[config.mk]
export PLATFORM = sky130hd
export DESIGN_NAME = pipe_bitcount
export DESIGN_NICKNAME = d
export VERILOG_FILES = /design/src/rtl/pipe_bitcount.sv
export SDC_FILE = /design/constraint.sdc
export NUM_CORES = 1
export LEC_CHECK = 0
export CORE_ASPECT_RATIO = 0.75
export CORE_UTILIZATION = 33
export DETAILED_ROUTE_END_ITERATION = 16
export PLACE_DENSITY_LB_ADDON = 0.25
export SYNTH_ARGS = -nofsm -noshare
export SYNTH_HDL_FRONTEND = slang
export SYNTH_SLANG_ARGS = --single-unit
[constraint.sdc]
create_clock -name clk -period 8.26 [get_ports clk]
set_input_delay 1.652 -clock clk [delete_from_list [all_inputs] [get_ports clk]]
set_output_delay 1.652 -clock clk [all_outputs]
set_load 0.01 [all_outputs]
[src/rtl/pipe_bitcount.sv]
// rtl/pipe_bitcount.sv - pipelined popcount / leading-count unit with tag sideband
module pipe_bitcount #(
    parameter int LG_N  = 5,
    parameter int LAT   = 2,
    parameter int TAG_W = 6
) (
    input  logic                  clk,
    input  logic                  reset,
    input  logic                  flush,
    input  logic                  in_valid,
    output logic                  in_ready,
    input  logic [(1<<LG_N)-1:0]  in_data,
    input  logic [1:0]            in_mode,
    input  logic [TAG_W-1:0]      in_tag,
    output logic                  out_valid,
    input  logic                  out_ready,
    output logic [LG_N:0]         out_result,
    output logic [TAG_W-1:0]      out_tag,
    output logic                  busy
);
    localparam int N = 1 << LG_N;

    // One count slot per leaf; level k of the tree keeps its N>>k node counts
    // in the low slots, so the final count ends up in slot 0.
    typedef logic [N-1:0][LG_N:0] vec_t;

    logic [N-1:0]     leaf_bits;
    vec_t             leaf;
    vec_t             cnt_d  [LAT];
    vec_t             cnt_q  [LAT];
    logic [1:0]       mode_q [LAT];
    logic [TAG_W-1:0] tag_q  [LAT];
    logic [LAT-1:0]   valid_q;
    logic             advance;
    logic             unused_bits;

    // All four modes reduce to "count ones" or "count leading ones" of a
    // possibly inverted operand: POPZ and CLZ invert, POPC and CLO do not.
    // mode[1] selects the leading-count flavour.
    function automatic vec_t reduce_levels(input vec_t a, input logic lead,
                                           input int lo, input int hi);
        vec_t           r;
        logic [LG_N:0]  half;
        logic [LG_N:0]  c_hi;
        logic [LG_N:0]  c_lo;
        r = a;
        for (int k = 1; k <= LG_N; k++) begin
            if (k > lo && k <= hi) begin
                half = (LG_N+1)'(1 << (k - 1));
                for (int i = 0; i < N / 2; i++) begin
                    if (i < (N >> k)) begin
                        c_hi = r[2*i+1];
                        c_lo = r[2*i];
                        // Leading run only extends into the low half when
                        // the high half is entirely ones.
                        r[i] = (lead && c_hi != half) ? c_hi : c_hi + c_lo;
                    end
                end
            end
        end
        return r;
    endfunction

    assign leaf_bits = in_data ^ {N{in_mode[0] ^ in_mode[1]}};

    // Tree leaves: one single-bit count per operand bit.
    always_comb begin
        leaf = '0;
        for (int i = 0; i < N; i++) begin
            leaf[i] = {{LG_N{1'b0}}, leaf_bits[i]};
        end
    end

    // Tree levels are split evenly across the LAT register stages.
    always_comb begin
        for (int s = 0; s < LAT; s++) begin
            if (s == 0) begin
                cnt_d[s] = reduce_levels(leaf, in_mode[1], 0, LG_N / LAT);
            end else begin
                cnt_d[s] = reduce_levels(cnt_q[(s == 0) ? 0 : s - 1],
                                         mode_q[(s == 0) ? 0 : s - 1][1],
                                         s * LG_N / LAT, (s + 1) * LG_N / LAT);
            end
        end
    end

    // Stage registers: global stall, flush clears valids even when stalled.
    always_ff @(posedge clk) begin
        if (reset) begin
            valid_q <= '0;
            for (int s = 0; s < LAT; s++) begin
                cnt_q[s]  <= '0;
                mode_q[s] <= '0;
                tag_q[s]  <= '0;
            end
        end else begin
            if (flush) begin
                valid_q <= '0;
            end else if (advance) begin
                valid_q <= (valid_q << 1) | LAT'(in_valid);
            end
            if (advance) begin
                cnt_q[0]  <= cnt_d[0];
                mode_q[0] <= in_mode;
                tag_q[0]  <= in_tag;
                for (int s = 1; s < LAT; s++) begin
                    cnt_q[s]  <= cnt_d[s];
                    mode_q[s] <= mode_q[s-1];
                    tag_q[s]  <= tag_q[s-1];
                end
            end
        end
    end

    assign advance    = !out_valid || out_ready;
    // A flush cycle always reports ready; whatever it takes is discarded.
    assign in_ready   = advance || flush;
    assign out_valid  = valid_q[LAT-1];
    assign out_result = cnt_q[LAT-1][0];
    assign out_tag    = tag_q[LAT-1];
    assign busy       = |valid_q;

    // Upper slots of the last stage and its mode are never consumed.
    assign unused_bits = ^{cnt_q[LAT-1][N-1:1], mode_q[LAT-1]};

endmodule
==> images/m1.png <==
Drawn at 3 px/um.
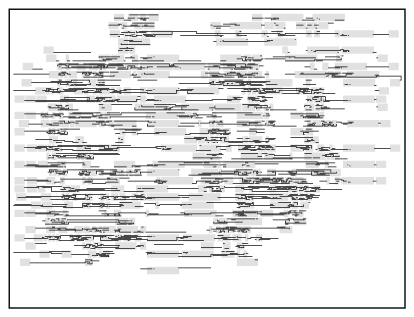
nets with wire on the layer = 523
main direction = horizontal
longest straight run = 52.9 um
wire length on this layer = 4490 um
share of all routed wire = 56%

==> images/m2.png <==
Drawn at 4 px/um.
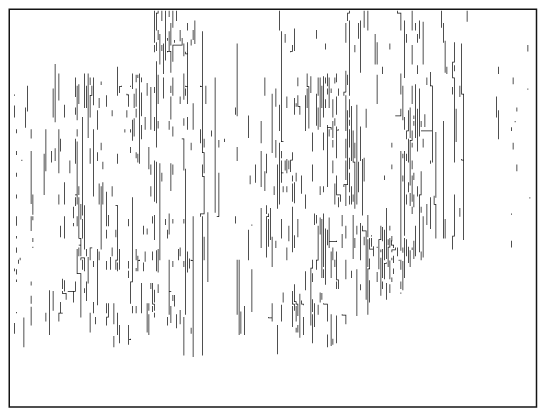
longest straight run = 36.4 um
wire length on this layer = 3170 um
share of all routed wire = 40%
nets with wire on the layer = 415
main direction = vertical

==> images/m3.png <==
Drawn at 2 px/um.
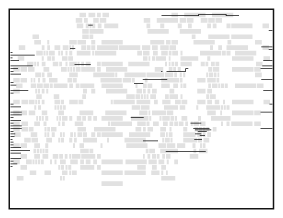
share of all routed wire = 3.9%
main direction = horizontal
longest straight run = 19.8 um
wire length on this layer = 314 um

==> images/pinout.png <==
Drawn at 4 px/um. Pins as bars across the die edge, other pins in gray.
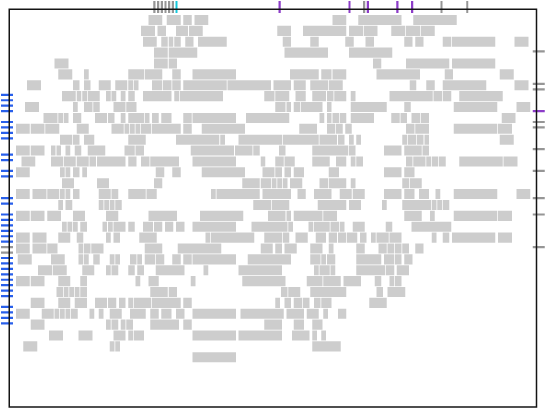
purple -> in_tag  # pins 6, direction input, edge 5 top, 1 right
cyan -> out_ready  # pins 1, direction input, edge top
blue -> in_data  # pins 32, direction input, edge left
all pins by edge = 34 left, 15 top, 11 right

==> images/congestion_map.png <==
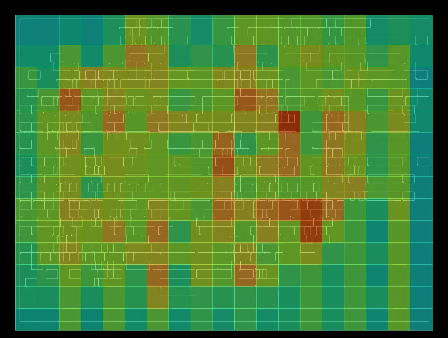
WL per Instance: 12.3 um
GR Util All Layers: 12.6%

==> flow_metrics.tcl <==
# yosys + openroad results
set metrics [dict create \
    status "finished, final reports clean" \
    crit_type "primary input to primary output" \
    swShare_pct 31.1 \
    comb-power_w 0.000309 \
    grt_pass1_wl_mm 13.5 \
    die-width_um 131 \
    rsz0062_at_grt "no" \
    slew_viol_final 0 \
    mux_share_pct 0.966 \
    postRouteAntennaNets 0 \
    grt_antenna_before_repair 0 \
    warnings 26 \
    synth_nets 538 \
    power_density_nw_per_um2 166 \
    tightest_slew_ns 1.00 \
    avgSynthCellArea_um2 9.32 \
    clk_share_pct 3.37 \
    chip_area_um2 13000 \
    reg2reg_from "cnt_q[0][42]$_SDFFCE_PN0P_" \
    r2r_end "cnt_q[0][195]$_SDFFCE_PN0P_" \
    buf_share_pct 12.3 \
]
